$ cat src/rtl/clock_divider_multi.sv
`default_nettype none
// ============================================================================
// Module   : clock_divider_multi
// Purpose  : Multi-channel programmable clock-enable generator and slow-clock
//            divider. Each channel counts 0..D and then wraps. On the wrap edge
//            it emits a one-cycle tick and toggles a 50%-duty slow clock, so
//            the tick period is D+1 cycles and the slow_clk period is
//            2*(D+1) cycles.
// Ports    : clk        - system clock, rising edge
//            rst        - synchronous active-high reset
//            enable     - per-channel run enable
//            div_load   - per-channel one-cycle divisor load request
//            div_in     - requested divisors, channel i at [i*CNT_W +: CNT_W]
//            tick       - per-channel terminal-count pulse (registered)
//            slow_clk   - per-channel square wave (registered)
//            div_active - divisor currently in use by each channel
// Revision : 1.0 - initial release
// ============================================================================
module clock_divider_multi #(
    parameter int CHANNELS    = 4,
    parameter int CNT_W       = 24,
    parameter int DEFAULT_DIV = 250000
) (
    input  logic                      clk,
    input  logic                      rst,
    input  logic [CHANNELS-1:0]       enable,
    input  logic [CHANNELS-1:0]       div_load,
    input  logic [CHANNELS*CNT_W-1:0] div_in,
    output logic [CHANNELS-1:0]       tick,
    output logic [CHANNELS-1:0]       slow_clk,
    output logic [CHANNELS*CNT_W-1:0] div_active
);

    localparam logic [CNT_W-1:0] c_default_div = CNT_W'(DEFAULT_DIV);
    localparam logic [CNT_W-1:0] c_one         = CNT_W'(1);

    for (genvar i = 0; i < CHANNELS; i++) begin : g_ch
        logic [CNT_W-1:0] r_cnt;
        logic [CNT_W-1:0] r_div;
        logic [CNT_W-1:0] r_pend;
        logic             r_pend_v;
        logic             r_tick;
        logic             r_slow;
        logic [CNT_W-1:0] w_din;
        logic             w_tc;

        assign w_din = div_in[i*CNT_W +: CNT_W];
        assign w_tc  = (r_cnt == r_div);

        always_ff @(posedge clk) begin
            if (rst) begin
                r_cnt    <= '0;
                r_div    <= c_default_div;
                r_pend   <= '0;
                r_pend_v <= 1'b0;
                r_tick   <= 1'b0;
                r_slow   <= 1'b0;
            end else if (enable[i]) begin
                if (w_tc) begin
                    r_cnt    <= '0;
                    r_tick   <= 1'b1;
                    r_slow   <= ~r_slow;
                    r_pend_v <= 1'b0;
                    // A load arriving on the wrap edge is newer than any
                    // pending value, so it takes effect for the next period.
                    if (div_load[i]) begin
                        r_div <= w_din;
                    end else if (r_pend_v) begin
                        r_div <= r_pend;
                    end
                end else begin
                    r_cnt  <= r_cnt + c_one;
                    r_tick <= 1'b0;
                    // Mid-period loads are deferred so the running period
                    // always finishes with the divisor it started with.
                    if (div_load[i]) begin
                        r_pend   <= w_din;
                        r_pend_v <= 1'b1;
                    end
                end
            end else begin
                r_tick <= 1'b0;
                // While stopped there is no period to protect: apply the new
                // divisor at once and restart the count; slow_clk is kept.
                if (div_load[i]) begin
                    r_div    <= w_din;
                    r_cnt    <= '0;
                    r_pend_v <= 1'b0;
                end
            end
        end

        assign tick[i]                       = r_tick;
        assign slow_clk[i]                   = r_slow;
        assign div_active[i*CNT_W +: CNT_W]  = r_div;
    end

endmodule
`default_nettype wire

$ cat config.mk
export PLATFORM = sky130hd
export DESIGN_NAME = clock_divider_multi
export DESIGN_NICKNAME = d
export VERILOG_FILES = /design/src/rtl/clock_divider_multi.sv
export SDC_FILE = /design/constraint.sdc
export NUM_CORES = 1
export LEC_CHECK = 0
export CAP_MARGIN = 10
export CORE_UTILIZATION = 25
export DETAILED_ROUTE_END_ITERATION = 7
export HOLD_SLACK_MARGIN = 0.02
export PLACE_DENSITY_LB_ADDON = 0.2
export SLEW_MARGIN = 40
export SYNTH_ARGS = -nofsm -noshare
export SYNTH_HDL_FRONTEND = slang
export SYNTH_SLANG_ARGS = --single-unit
export TNS_END_PERCENT = 20
$ cat constraint.sdc
create_clock -name clk -period 2 [get_ports clk]
set_input_delay 0.4 -clock clk [delete_from_list [all_inputs] [get_ports clk]]
set_output_delay 0.4 -clock clk [all_outputs]
set_load 0.02 [all_outputs]
### Signal wires on met1

The bar under the picture is 50 um long.
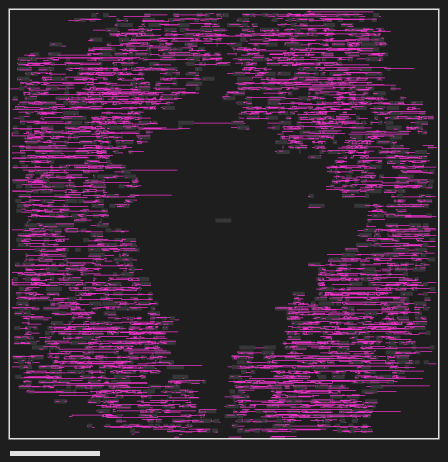
share of all routed wire = 46%
main direction = horizontal
nets with wire on the layer = 1943
wire length on this layer = 19800 um
longest straight run = 63.0 um

==> reports/qor.txt <==
Post-Synth XOR/XNOR Area - 9.36%
FFs w/ async S/R, synth - 0%
Post-CTS resize count - 114
Aoi share - 9.02%
Flip-flop and latch power - 6.41 mW
Largest Pwr Group - clock
Most frequent cells in the layout - 283 x nor2_1, 276 x dfxtp_1, 232 x buf_4
CP max-delay cell - dfxtp_1
Crit-path max FO - 6
Worst setup startpoint - g_ch[3].r_div[4]
Synth mux share - 14.3%
Placed cell areas - 18700 um2
Seq pwr share - 41.1%
WL met3 - 1.75 mm
Clock net power - 7.03 mW
Status - finished, final reports clean
NetSw - 3.97 mW
WL per Instance - 15.8 um
Max-slew headroom - 64.6%
Layout cell share with drive strength beyond 1 - 24.4%
Clk pwr share - 45.1%
P per Cell Area - 753 nW/um2
Final Critical Period - 1990 ps
Late-Pin Clk Latency - 550 ps
Critical path's largest stage delay - 340 ps
Tool warning count - 27
Sw frac - 25.5%
### Congestion heat map

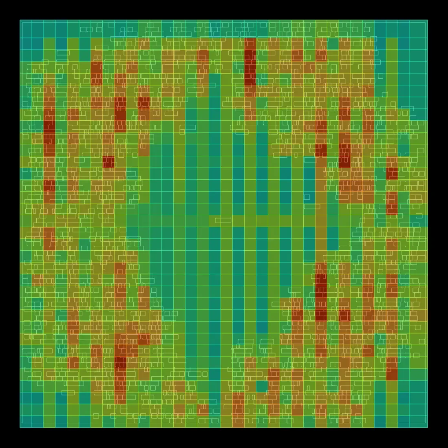
GRT Util Overall: 14.8%
GR Util met1: 18.8%

## logic make-up (layout without fill, tap and decap cells)
group	count (synthesis)	after routing
compound gates	184	184
xor+xnor	149	149
buf+inv	107	566
mux	196	196
fa+ha+maj	4	4
flops	300	300
simple gates	586	586
## sequential cells by signal (all words and copies together), names as in the netlist
register       count
g_ch.r_cnt        96
g_ch.r_pend_v      4
g_ch.r_tick        4
g_ch.r_div        96
g_ch.r_slow        4
g_ch.r_pend       96
## cells in the mapped netlist, drive strengths merged (5+ instances only)
cell    count  area, um2
a211oi     70        536
a21o        6       46.3
a21oi      53        280
a221o       7       70.1
a31oi       7       43.8
and3       22        138
and4        7       62.6
buf        55        318
clkbuf     40        151
dfxtp     300       6010
inv        12       45.0
mux2       28        315
mux2i     168       1680
nand2      64        245
nand2b      6       37.5
nand3      40        200
nand3b      5       37.5
nand4      62        409
nor2      299       1120
nor2b       6       37.5
nor3       43        230
nor4        9        120
o21ai      23        130
or3         6       37.5
xnor2     111        972
xor2       38        333
## area by class of cell
type	instances	area (um2)	share of cell area, %
multi-input cells	1119	7830	37.8
flip-flops and latches	300	6040	29.2
repair buffers	485	4560	22.0
clock buffers	59	1170	5.67
well taps	748	936	4.52
clock inverters	10	111	0.538
inverters	12	45.0	0.218
## stage by stage
stage | setup WS (ps) | util, % | TNS (ps) | hold WS [ps] | cells
2_1_floorplan | 67.1 | - | 0 | 439 | 1526
3_3_place_gp | -118 | 33.9 | -3430 | 453 | 2637
3_5_place_dp | -134 | 33.9 | -6060 | 459 | 2637
4_1_cts | 0.561 | 36.4 | 0 | 161 | 2716
5_1_grt | -107 | 37.6 | -5290 | 176 | 2733
6_report | 14.2 | 37.6 | 0 | 202 | 2733
Power figures rest on the tool's default switching activity, not on a simulated workload.
